met1.png
Scale bar: 10 um. Supply wires on this layer in gray.
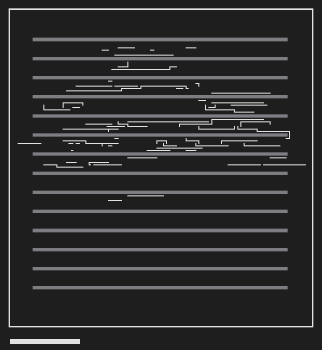
metal_stack.png
Scale bar: 10 um. Only two layers are drawn.
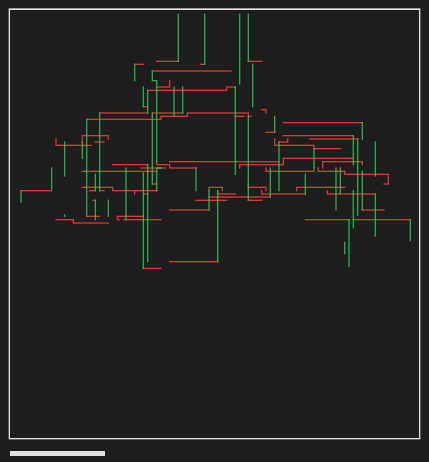
wire_density.png
Scale bar: 10 um. 9 x 9 tiles, from black (low) to pale yellow (high), scaled to the fullest tile. Values are wire area over tile area, all layers added.
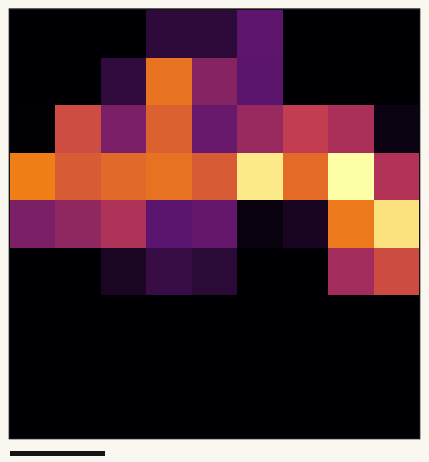
cell_classes.png
Fill, decap, tap and diode cells in gray.
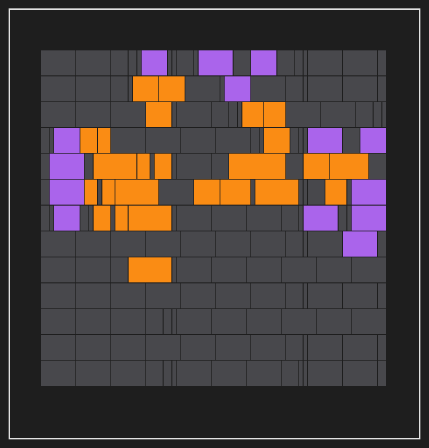
**src/rtl/trace_checker_pkg.sv**
```systemverilog
// Shared types and constants for the streaming trace-line checker:
// parser states, format codes, error bit positions and ASCII characters.
package trace_checker_pkg;

  typedef enum logic [3:0] {
    ST_IDLE     = 4'd0,
    ST_TIME     = 4'd1,
    ST_PC       = 4'd2,
    ST_DEST_SEL = 4'd3,
    ST_GRF      = 4'd4,
    ST_ADDR     = 4'd5,
    ST_PRE_LT   = 4'd6,
    ST_EQ       = 4'd7,
    ST_PRE_DATA = 4'd8,
    ST_DATA     = 4'd9,
    ST_DONE     = 4'd10,
    ST_ERROR    = 4'd11
  } state_e;

  localparam logic [1:0] FMT_NONE = 2'b00;
  localparam logic [1:0] FMT_GRF  = 2'b01;
  localparam logic [1:0] FMT_ADDR = 2'b10;

  localparam int ERR_PC   = 0;
  localparam int ERR_ADDR = 1;
  localparam int ERR_GRF  = 2;
  localparam int ERR_TIME = 3;

  localparam logic [7:0] CH_CARET  = 8'h5e;
  localparam logic [7:0] CH_AT     = 8'h40;
  localparam logic [7:0] CH_COLON  = 8'h3a;
  localparam logic [7:0] CH_SPACE  = 8'h20;
  localparam logic [7:0] CH_DOLLAR = 8'h24;
  localparam logic [7:0] CH_STAR   = 8'h2a;
  localparam logic [7:0] CH_LT     = 8'h3c;
  localparam logic [7:0] CH_EQ     = 8'h3d;
  localparam logic [7:0] CH_HASH   = 8'h23;
  localparam logic [7:0] CH_0      = 8'h30;
  localparam logic [7:0] CH_9      = 8'h39;
  localparam logic [7:0] CH_LC_A   = 8'h61;
  localparam logic [7:0] CH_LC_F   = 8'h66;

  function automatic int max_int(input int a, input int b);
    return (a > b) ? a : b;
  endfunction

endpackage

```
**src/rtl/trace_char_class.sv**
```systemverilog
// Combinational classifier: decimal digit, lowercase hex digit, and the
// 4-bit value of the character when it is a hex digit.
module trace_char_class
  import trace_checker_pkg::*;
(
  input  logic [7:0] ch,
  output logic       is_dec,
  output logic       is_hex,
  output logic [3:0] nibble
);

  logic is_af;

  // Digit classification and value extraction.
  always_comb begin
    is_dec = (ch >= CH_0) && (ch <= CH_9);
    is_af  = (ch >= CH_LC_A) && (ch <= CH_LC_F);
    is_hex = is_dec || is_af;
    // '0'..'9' carry their value in the low nibble; 'a'..'f' sit at 1..6
    if (is_dec) begin
      nibble = ch[3:0];
    end else if (is_af) begin
      nibble = ch[3:0] + 4'd9;
    end else begin
      nibble = 4'd0;
    end
  end

endmodule

```
**config.mk**
```make
export PLATFORM = sky130hd
export DESIGN_NAME = trace_char_class
export DESIGN_NICKNAME = d
export VERILOG_FILES = /design/src/rtl/trace_checker_pkg.sv /design/src/rtl/trace_char_class.sv
export SDC_FILE = /design/constraint.sdc
export NUM_CORES = 1
export LEC_CHECK = 0
export CORE_AREA = 3 3 40 42
export DETAILED_ROUTE_END_ITERATION = 10
export DIE_AREA = 0 0 43 45
export SLEW_MARGIN = 30
export SYNTH_ARGS = -nofsm -noshare
export SYNTH_HDL_FRONTEND = slang
export SYNTH_SLANG_ARGS = --single-unit
```
**constraint.sdc**
```tcl
create_clock -name vclk -period 3.5
set_input_delay 0.35 -clock vclk [all_inputs]
set_output_delay 0.35 -clock vclk [all_outputs]
set_load 0.1 [all_outputs]
```
==> results.toml <==
# yosys + openroad results
[final_layout]
seq_area_um2 = 0
syn_to_final_growth_pct = 80.1
num_antenna_cells = 0
fin_nets = 53
n_clock_buffer = 0
layout-drive-gt1-share = 0.205
fin_cells = 54
mostFrequentLayoutCell = "clkdlybuf4s50_1"
flop-count = 0
final_cell_mix = "clkdlybuf4s50_1 (8), buf_4 (6), ha_1 (4), inv_1 (3)"

[placed_design]
placed_cell_area_um2 = 340
place.gp.congestion = 0.694
io_buffers = 14
pre_cts_ws_ps = 965
hpwl_um = 426
placed_cells = 54

[grt]
grt_overflow = 0
grt_pass1_wl_um = 869
grt_pass1_vias = 207
met1_usage = 0.0762
grt_max_degree = 7
top_usage_layer = "met2"
met3_usage = 0
antenna_found_initial = 0
grt_use_met2 = 0.0958

[detailed_routing]
first_pass_iters = 3
drc_errors = 0
vias_per_cell = 4.11
ant_nets = 0
wl_met1_um = 243
drtIter0Drc = 1
top_layer_used = "met3"
met2_length_um = 205
met3RoutedLength_um = 47

[worst_setup_path]
cp_data_required_time_ps = 3150
cp-end-kind = "output pin"
worst-setup-path-type = "in2out"
critPathSlowestCell = "clkdlybuf4s50_1"
start_kind = "input port"
slowest_delay_ps = 520
cpLargestDelayFamily = "buffers and inverters"
path_max_fanout = 5
crit_path_cell_trace = "clkdlybuf4s50_1 -> inv_1 -> ha_1 -> or3b_1 -> nand4_2 -> o21bai_1 -> a21o_1 -> buf_4"
critical_path_arrival_ps = 2160
crit_buf_inv = 3

[final_timing]
finalClockPeriodUsage = 0.718
min_period_ps = 2510
fmax_mhz = 398
worst_pin_slew_ps = 278
slew_headroom = 0.816
rsz0062_at_grt = "false"
finalHoldViolCount = 0
setup_viol = 0
slew_viol_final = 0
whs_ps = 1540
setup_ws_ps = 986
setup_tns_ps = 0

[flow_run]
drv_cap = 0
tool_warnings = 37

[power_and_ir_drop]
p_leak_nw = 0.158
internal_power_mw = 0.0149
power-top-group = "combinational cells"
seq-power_mw = 0
power_clock_mw = 0
switchingPower_mw = 0.0227
ir_drop_mv = 0.0342
seqPwrFrac = 0
p_comb_mw = 0.0376
pwr-share-clk = 0
switching_share = 0.604
power_mw = 0.0376
power_per_cell_area_mw_per_mm2 = 111
pwr-share-comb = 1.000

[synth]
avgSynthCellArea_um2 = 7.56
synth_area_um2 = 189
syn-num-nets = 37
ys_area_um2 = 189
synth-cells-yosys = 25
ys_warn_count = 0
ys_seq_frac = 0
top_cell_area_share = 0.265
top_area_cell = "ha_1"
synth_cell_types = 15
synth.area.top_cells = "ha_1 (26%), a21o_1 (7.9%), nor3b_1 (7.9%)"
synth_cells = 25

[clocking]
holdBufCountCts = 0
post_cts_buffers = 0
post_cts_resized = 0

[die]
fp_util = 0.147
rows = 13
die_y_um = 45
die-width_um = 43
chip_area_mm2 = 0.00194
io_pins = 14

[worst_hold_path]
hp-class = "in2out"

[run_status]
status = "completed"
About met1.png:
- nets with wire on the layer: 38
- wire length on this layer: 243 um
- share of all routed wire: 49%
- longest straight run: 11.5 um

About metal_stack.png:
- met2: green (wire length 205 um)
- met1: red (wire length 243 um)

About wire_density.png:
- mean over tiles: 0.042
- tiles over half the peak: 19%
- nearly empty tiles: 53%
- fullest tile: 0.21
- densest ninth of the die: middle right
GR Util All Layers: 0.0531
final wirelength: 496 um
WL per Instance: 9.19 um
vias post-DR: 222

About cell_classes.png:
- all other logic: orange (cells 25; share of their area 61%)
- other buffers and delay cells: purple (cells 14; share of their area 39%)
Post-Layout Inst Area: 340 um^2
core area: 0.00128 mm^2
final core utilization: 0.265

==> kinds of logic after synthesis <==
kind of cell / after synthesis / share of synthesized area
fa+ha+maj: 4 / 0.265
simple gates: 11 / 0.417
buf+inv: 3 / 0.0596
compound gates: 7 / 0.258
==> final timing paths <==
kind                     to  depth (start not counted)   from
setup / recovery  nibble[2]                          8  ch[1]
hold / removal    nibble[1]                          4  ch[1]
==> layout make-up <==
cell class | count | area [um^2]
multi-input combinational | 22 | 185
timing repair buffer | 14 | 125
fill | 139 | 945
inverter | 3 | 11.3
tap | 15 | 18.8
==> synthesized netlist by cell type (all sizes together), types with 2 or more instances <==
cell and number:
inv 3, ha 4, o21ai 2, a21o 2, o21bai 2, nor3b 2, nand2 2
No activity file was given, so power comes from the tool's default toggle rates.
